## src/rtl/fir_param.sv

```systemverilog
// ---------------------------------------------------------------------------
// fir_param: multi-channel, time-multiplexed FIR filter.
//
// Each channel keeps its own circular history of NUM_TAPS samples; all
// channels share one coefficient set. Every accepted sample runs NUM_TAPS
// multiply-accumulate cycles on a single multiplier. The result is then
// rounded, scaled back to Q(DATA_W-1) and saturated. In bypass mode the
// accepted sample is passed straight through. Bypass samples still enter the
// history.
//
// Latency, counted from the accepting clock edge to the y_out_valid edge:
//   filtered : NUM_TAPS + 2 cycles
//   bypass   : 2 cycles
//
// Ports
//   clk          sole clock
//   reset        asynchronous, active-high reset
//   x_in         input sample, signed Q(DATA_W-1)
//   x_in_ch      channel of x_in
//   x_in_valid   sample offered
//   x_in_ready   high only in IDLE; accept = valid & ready
//   bypass       passthrough select, sampled at accept
//   coef_we      coefficient write strobe (honoured only in IDLE)
//   coef_addr    tap index k
//   coef_data    value for h[k], signed Q(COEF_W-1)
//   y_out        output sample, held between valid pulses
//   y_out_ch     channel of y_out
//   y_out_valid  one-cycle pulse per produced sample
// ---------------------------------------------------------------------------
module fir_param #(
   parameter int DATA_W   = 16,
   parameter int COEF_W   = 16,
   parameter int NUM_TAPS = 32,
   parameter int NUM_CH   = 2,
   localparam int CH_W    = (NUM_CH > 1) ? $clog2(NUM_CH) : 1,
   localparam int TAP_W   = $clog2(NUM_TAPS),
   localparam int ACC_W   = DATA_W + COEF_W + TAP_W
) (
   input  logic              clk,
   input  logic              reset,
   input  logic [DATA_W-1:0] x_in,
   input  logic [CH_W-1:0]   x_in_ch,
   input  logic              x_in_valid,
   output logic              x_in_ready,
   input  logic              bypass,
   input  logic              coef_we,
   input  logic [TAP_W-1:0]  coef_addr,
   input  logic [COEF_W-1:0] coef_data,
   output logic [DATA_W-1:0] y_out,
   output logic [CH_W-1:0]   y_out_ch,
   output logic              y_out_valid
);

   localparam int PROD_W = DATA_W + COEF_W;

   localparam logic [1:0] ST_IDLE = 2'd0;
   localparam logic [1:0] ST_MAC  = 2'd1;
   localparam logic [1:0] ST_OUT  = 2'd2;

   localparam logic [TAP_W-1:0] TAP_LAST = TAP_W'(NUM_TAPS - 1);

   // Saturation limits expressed at accumulator width.
   localparam logic signed [ACC_W-1:0] SAT_MAX =
      {{(ACC_W - DATA_W + 1){1'b0}}, {(DATA_W - 1){1'b1}}};
   localparam logic signed [ACC_W-1:0] SAT_MIN =
      {{(ACC_W - DATA_W + 1){1'b1}}, {(DATA_W - 1){1'b0}}};

   // Half an LSB of the output scale, added before the truncating shift.
   localparam logic signed [ACC_W-1:0] ROUND = ACC_W'(1) << (COEF_W - 2);

   // Identity filter: h[0] = largest positive Q(COEF_W-1) value.
   localparam logic signed [COEF_W-1:0] H0_RESET = {1'b0, {(COEF_W - 1){1'b1}}};

   // ------------------------------------------------------------------------
   // State
   // ------------------------------------------------------------------------
   logic [1:0]               state_q, state_d;
   logic signed [DATA_W-1:0] dl_q [NUM_CH][NUM_TAPS];
   logic [TAP_W-1:0]         ptr_q [NUM_CH];
   logic signed [COEF_W-1:0] h_q [NUM_TAPS];

   logic signed [ACC_W-1:0]  acc_q;
   logic [TAP_W-1:0]         k_q;       // tap index of the current MAC
   logic [TAP_W-1:0]         rd_q;      // history slot holding x[n-k]
   logic [CH_W-1:0]          ch_q;      // channel of the sample in flight
   logic                     byp_q;
   logic signed [DATA_W-1:0] xh_q;      // accepted sample, for bypass

   // Result staging: one register stage between the end of the computation
   // and the visible output so y_out only ever changes with its valid pulse.
   logic [DATA_W-1:0]        res_q;
   logic [CH_W-1:0]          res_ch_q;
   logic                     res_pend_q;

   logic [DATA_W-1:0]        y_q;
   logic [CH_W-1:0]          y_ch_q;
   logic                     y_valid_q;

   // ------------------------------------------------------------------------
   // Handshake and write decode
   // ------------------------------------------------------------------------
   logic accept;
   logic ch_ok;
   logic take;
   logic coef_wr;
   logic mac_last;

   assign x_in_ready = (state_q == ST_IDLE);
   assign accept     = x_in_valid & x_in_ready;
   assign ch_ok      = int'(x_in_ch) < NUM_CH;
   // An accepted sample on a non-existent channel is swallowed silently.
   assign take       = accept & ch_ok;
   assign coef_wr    = coef_we & (state_q == ST_IDLE) & (int'(coef_addr) < NUM_TAPS);
   assign mac_last   = (k_q == TAP_LAST);

   // ------------------------------------------------------------------------
   // FSM next state
   // ------------------------------------------------------------------------
   always_comb begin
      state_d = state_q;
      case (state_q)
         ST_IDLE: begin
            if (take) begin
               state_d = bypass ? ST_OUT : ST_MAC;
            end
         end
         ST_MAC: begin
            if (mac_last) begin
               state_d = ST_OUT;
            end
         end
         ST_OUT:  state_d = ST_IDLE;
         default: state_d = ST_IDLE;
      endcase
   end

   always_ff @(posedge clk or posedge reset) begin
      if (reset) begin
         state_q <= ST_IDLE;
      end else begin
         state_q <= state_d;
      end
   end

   // ------------------------------------------------------------------------
   // Delay lines and write pointers
   // ------------------------------------------------------------------------
   logic [TAP_W-1:0] wr_ptr;
   logic [TAP_W-1:0] wr_ptr_nxt;

   always_comb begin
      wr_ptr     = ptr_q[x_in_ch];
      wr_ptr_nxt = (wr_ptr == TAP_LAST) ? '0 : wr_ptr + 1'b1;
   end

   always_ff @(posedge clk or posedge reset) begin
      if (reset) begin
         for (int c = 0; c < NUM_CH; c++) begin
            ptr_q[c] <= '0;
            for (int t = 0; t < NUM_TAPS; t++) begin
               dl_q[c][t] <= '0;
            end
         end
      end else if (take) begin
         dl_q[x_in_ch][wr_ptr] <= x_in;
         ptr_q[x_in_ch]        <= wr_ptr_nxt;
      end
   end

   // ------------------------------------------------------------------------
   // Coefficients. A write coinciding with an accept lands on the same edge,
   // and MAC reads start the following cycle, so the new value is used.
   // ------------------------------------------------------------------------
   always_ff @(posedge clk or posedge reset) begin
      if (reset) begin
         h_q[0] <= H0_RESET;
         for (int t = 1; t < NUM_TAPS; t++) begin
            h_q[t] <= '0;
         end
      end else if (coef_wr) begin
         h_q[coef_addr] <= coef_data;
      end
   end

   // ------------------------------------------------------------------------
   // Multiply-accumulate datapath
   // ------------------------------------------------------------------------
   logic signed [DATA_W-1:0] tap_x;
   logic signed [COEF_W-1:0] tap_h;
   logic signed [PROD_W-1:0] x_ext;
   logic signed [PROD_W-1:0] h_ext;
   logic signed [PROD_W-1:0] prod;
   logic [TAP_W-1:0]         rd_nxt;

   always_comb begin
      tap_x  = dl_q[ch_q][rd_q];
      tap_h  = h_q[k_q];
      x_ext  = PROD_W'(tap_x);
      h_ext  = PROD_W'(tap_h);
      prod   = x_ext * h_ext;
      // Walk backwards through history: x[n], x[n-1], ...
      rd_nxt = (rd_q == '0) ? TAP_LAST : rd_q - 1'b1;
   end

   always_ff @(posedge clk or posedge reset) begin
      if (reset) begin
         acc_q <= '0;
         k_q   <= '0;
         rd_q  <= '0;
         ch_q  <= '0;
         byp_q <= 1'b0;
         xh_q  <= '0;
      end else begin
         if (state_q == ST_IDLE && take) begin
            // Newest sample sits at the slot just written.
            acc_q <= '0;
            k_q   <= '0;
            rd_q  <= wr_ptr;
            ch_q  <= x_in_ch;
            byp_q <= bypass;
            xh_q  <= x_in;
         end else if (state_q == ST_MAC) begin
            acc_q <= acc_q + ACC_W'(prod);
            k_q   <= k_q + 1'b1;
            rd_q  <= rd_nxt;
         end
      end
   end

   // ------------------------------------------------------------------------
   // Rounding, scaling and saturation
   // ------------------------------------------------------------------------
   logic signed [ACC_W-1:0] acc_rnd;
   logic signed [ACC_W-1:0] acc_shf;
   logic [DATA_W-1:0]       sat_val;

   always_comb begin
      acc_rnd = acc_q + ROUND;
      acc_shf = acc_rnd >>> (COEF_W - 1);
      if (acc_shf > SAT_MAX) begin
         sat_val = SAT_MAX[DATA_W-1:0];
      end else if (acc_shf < SAT_MIN) begin
         sat_val = SAT_MIN[DATA_W-1:0];
      end else begin
         sat_val = acc_shf[DATA_W-1:0];
      end
   end

   // ------------------------------------------------------------------------
   // Result staging and output registers
   // ------------------------------------------------------------------------
   always_ff @(posedge clk or posedge reset) begin
      if (reset) begin
         res_q      <= '0;
         res_ch_q   <= '0;
         res_pend_q <= 1'b0;
      end else if (state_q == ST_OUT) begin
         res_q      <= byp_q ? xh_q : sat_val;
         res_ch_q   <= ch_q;
         res_pend_q <= 1'b1;
      end else begin
         res_pend_q <= 1'b0;
      end
   end

   always_ff @(posedge clk or posedge reset) begin
      if (reset) begin
         y_q       <= '0;
         y_ch_q    <= '0;
         y_valid_q <= 1'b0;
      end else begin
         y_valid_q <= res_pend_q;
         if (res_pend_q) begin
            y_q    <= res_q;
            y_ch_q <= res_ch_q;
         end
      end
   end

   assign y_out       = y_q;
   assign y_out_ch    = y_ch_q;
   assign y_out_valid = y_valid_q;

endmodule

```

## config.mk

```make
export PLATFORM = sky130hd
export DESIGN_NAME = fir_param
export DESIGN_NICKNAME = d
export VERILOG_FILES = /design/src/rtl/fir_param.sv
export SDC_FILE = /design/constraint.sdc
export NUM_CORES = 2
export LEC_CHECK = 0
export CAP_MARGIN = 15
export CORE_ASPECT_RATIO = 1.1
export CORE_MARGIN = 5
export CORE_UTILIZATION = 40
export DETAILED_ROUTE_END_ITERATION = 8
export SYNTH_ARGS = -nofsm -noshare
export SYNTH_HDL_FRONTEND = slang
export SYNTH_SLANG_ARGS = --single-unit
```

## constraint.sdc

```tcl
create_clock -name clk -period 151.9 [get_ports clk]
set_clock_uncertainty 0.2 [all_clocks]
set_input_delay 30.38 -clock clk [delete_from_list [all_inputs] [get_ports clk]]
set_output_delay 30.38 -clock clk [all_outputs]
set_load 0.03 [all_outputs]
```

placed.png
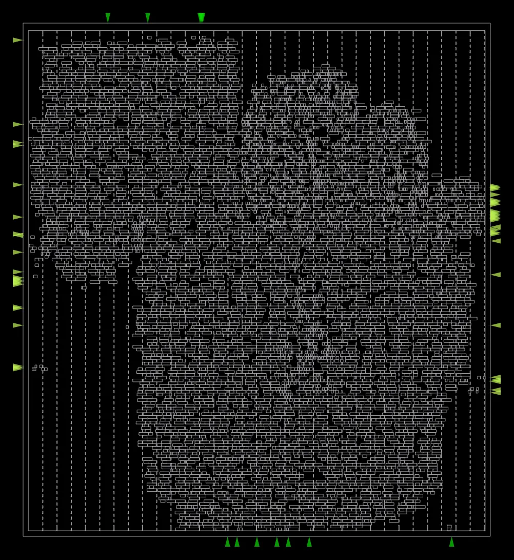
seq_cells: 1,649
Fillers: 19,140
Post-Layout Cell Count: 8,870

==> deck_impl_summary.md <==
Run Summary

Critical path
  – Crit Path Max Fanout: 148
  – Crit path cell chain: clkdlybuf4s50_1 -> inv_8 -> buf_12 -> buf_12 -> buf_4 -> buf_4 -> buf_4
  – Cell mode on critical path: buf_4
  – Buf/Inv on CP: 7

Clocking
  – CTS sink cnt: 1,649
  – Clock Pin Slew Worst Setup and Hold Paths: 60 ps
  – Htree depth: 4
  – CTS buffer count: 175

Synth
  – Post-synthesis instance total: 5,896
  – Fraction of registers with async set/reset: 1.000
  – Area leader, netlist: dfrtp_1
  – XOR/XNOR Fraction of Synth Area: 0.006096
  – Synthesized area per cell: 14.62 sq um
  – Yosys warning tally: 0

Final layout
  – FF/Latch Area: 41,310 sq um
  – Core Util, Final: 0.4474
  – Nonclk inv count: 344
  – Fin area: 95,850 sq um
  – Clock buffers: 264
  – Multi-In Gates: 3,457
  – Logic area: 41,900 sq um

Route
  – Wire length on met2: 101,300 microns
  – Uppermost routed layer: met5

Run status
  – Outcome: complete, no violations

GRT
  – Initial antenna violation count: 8
  – First-pass GRT wire length: 332,800 microns
  – Global Route met1 Usage: 0.2730

Job
  – Count of tool warnings: 58

Placed design
  – PortBufs: 61

Final timing
  – Fin crit share: 0.2300
  – Hold Slack: 274.9 ps
m3.png
Bar = 100 microns.
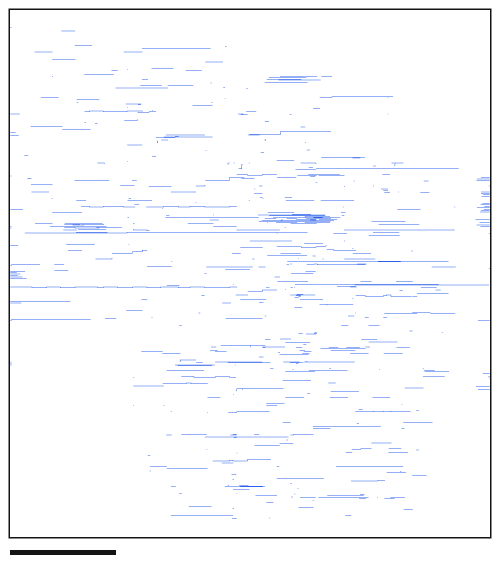
The longest straight run is 170 microns. The wires run mostly horizontal.
Routed WL: 212,200 microns
GR Util met3: 0.02857
Via Count: 48,400

worst paths after layout:
check	from	to	slack (ps)	cells past startpoint
max	reset	h_q[108]$_DFFE_PP0P_	116960	7
min	xh_q[15]$_DFFE_PP0P_	xh_q[15]$_DFFE_PP0P_	270	2
max reg2reg	rd_q[0]$_DFFE_PP0P_	acc_q[35]$_DFFE_PP0P_	140450	30
min reg2reg	xh_q[15]$_DFFE_PP0P_	xh_q[15]$_DFFE_PP0P_	270	2
max in group clk	x_in_ch	dl_q[631]$_DFFE_PP0P_	118500	5
min in group asynchronous	reset	dl_q[851]$_DFFE_PP0P_	29950	2
per-stage QoR:
stage / std cells
after floorplan: 5896
after global placement: 8542
after detailed placement: 8542
after CTS: 8850
after global routing: 8864
final: 8870
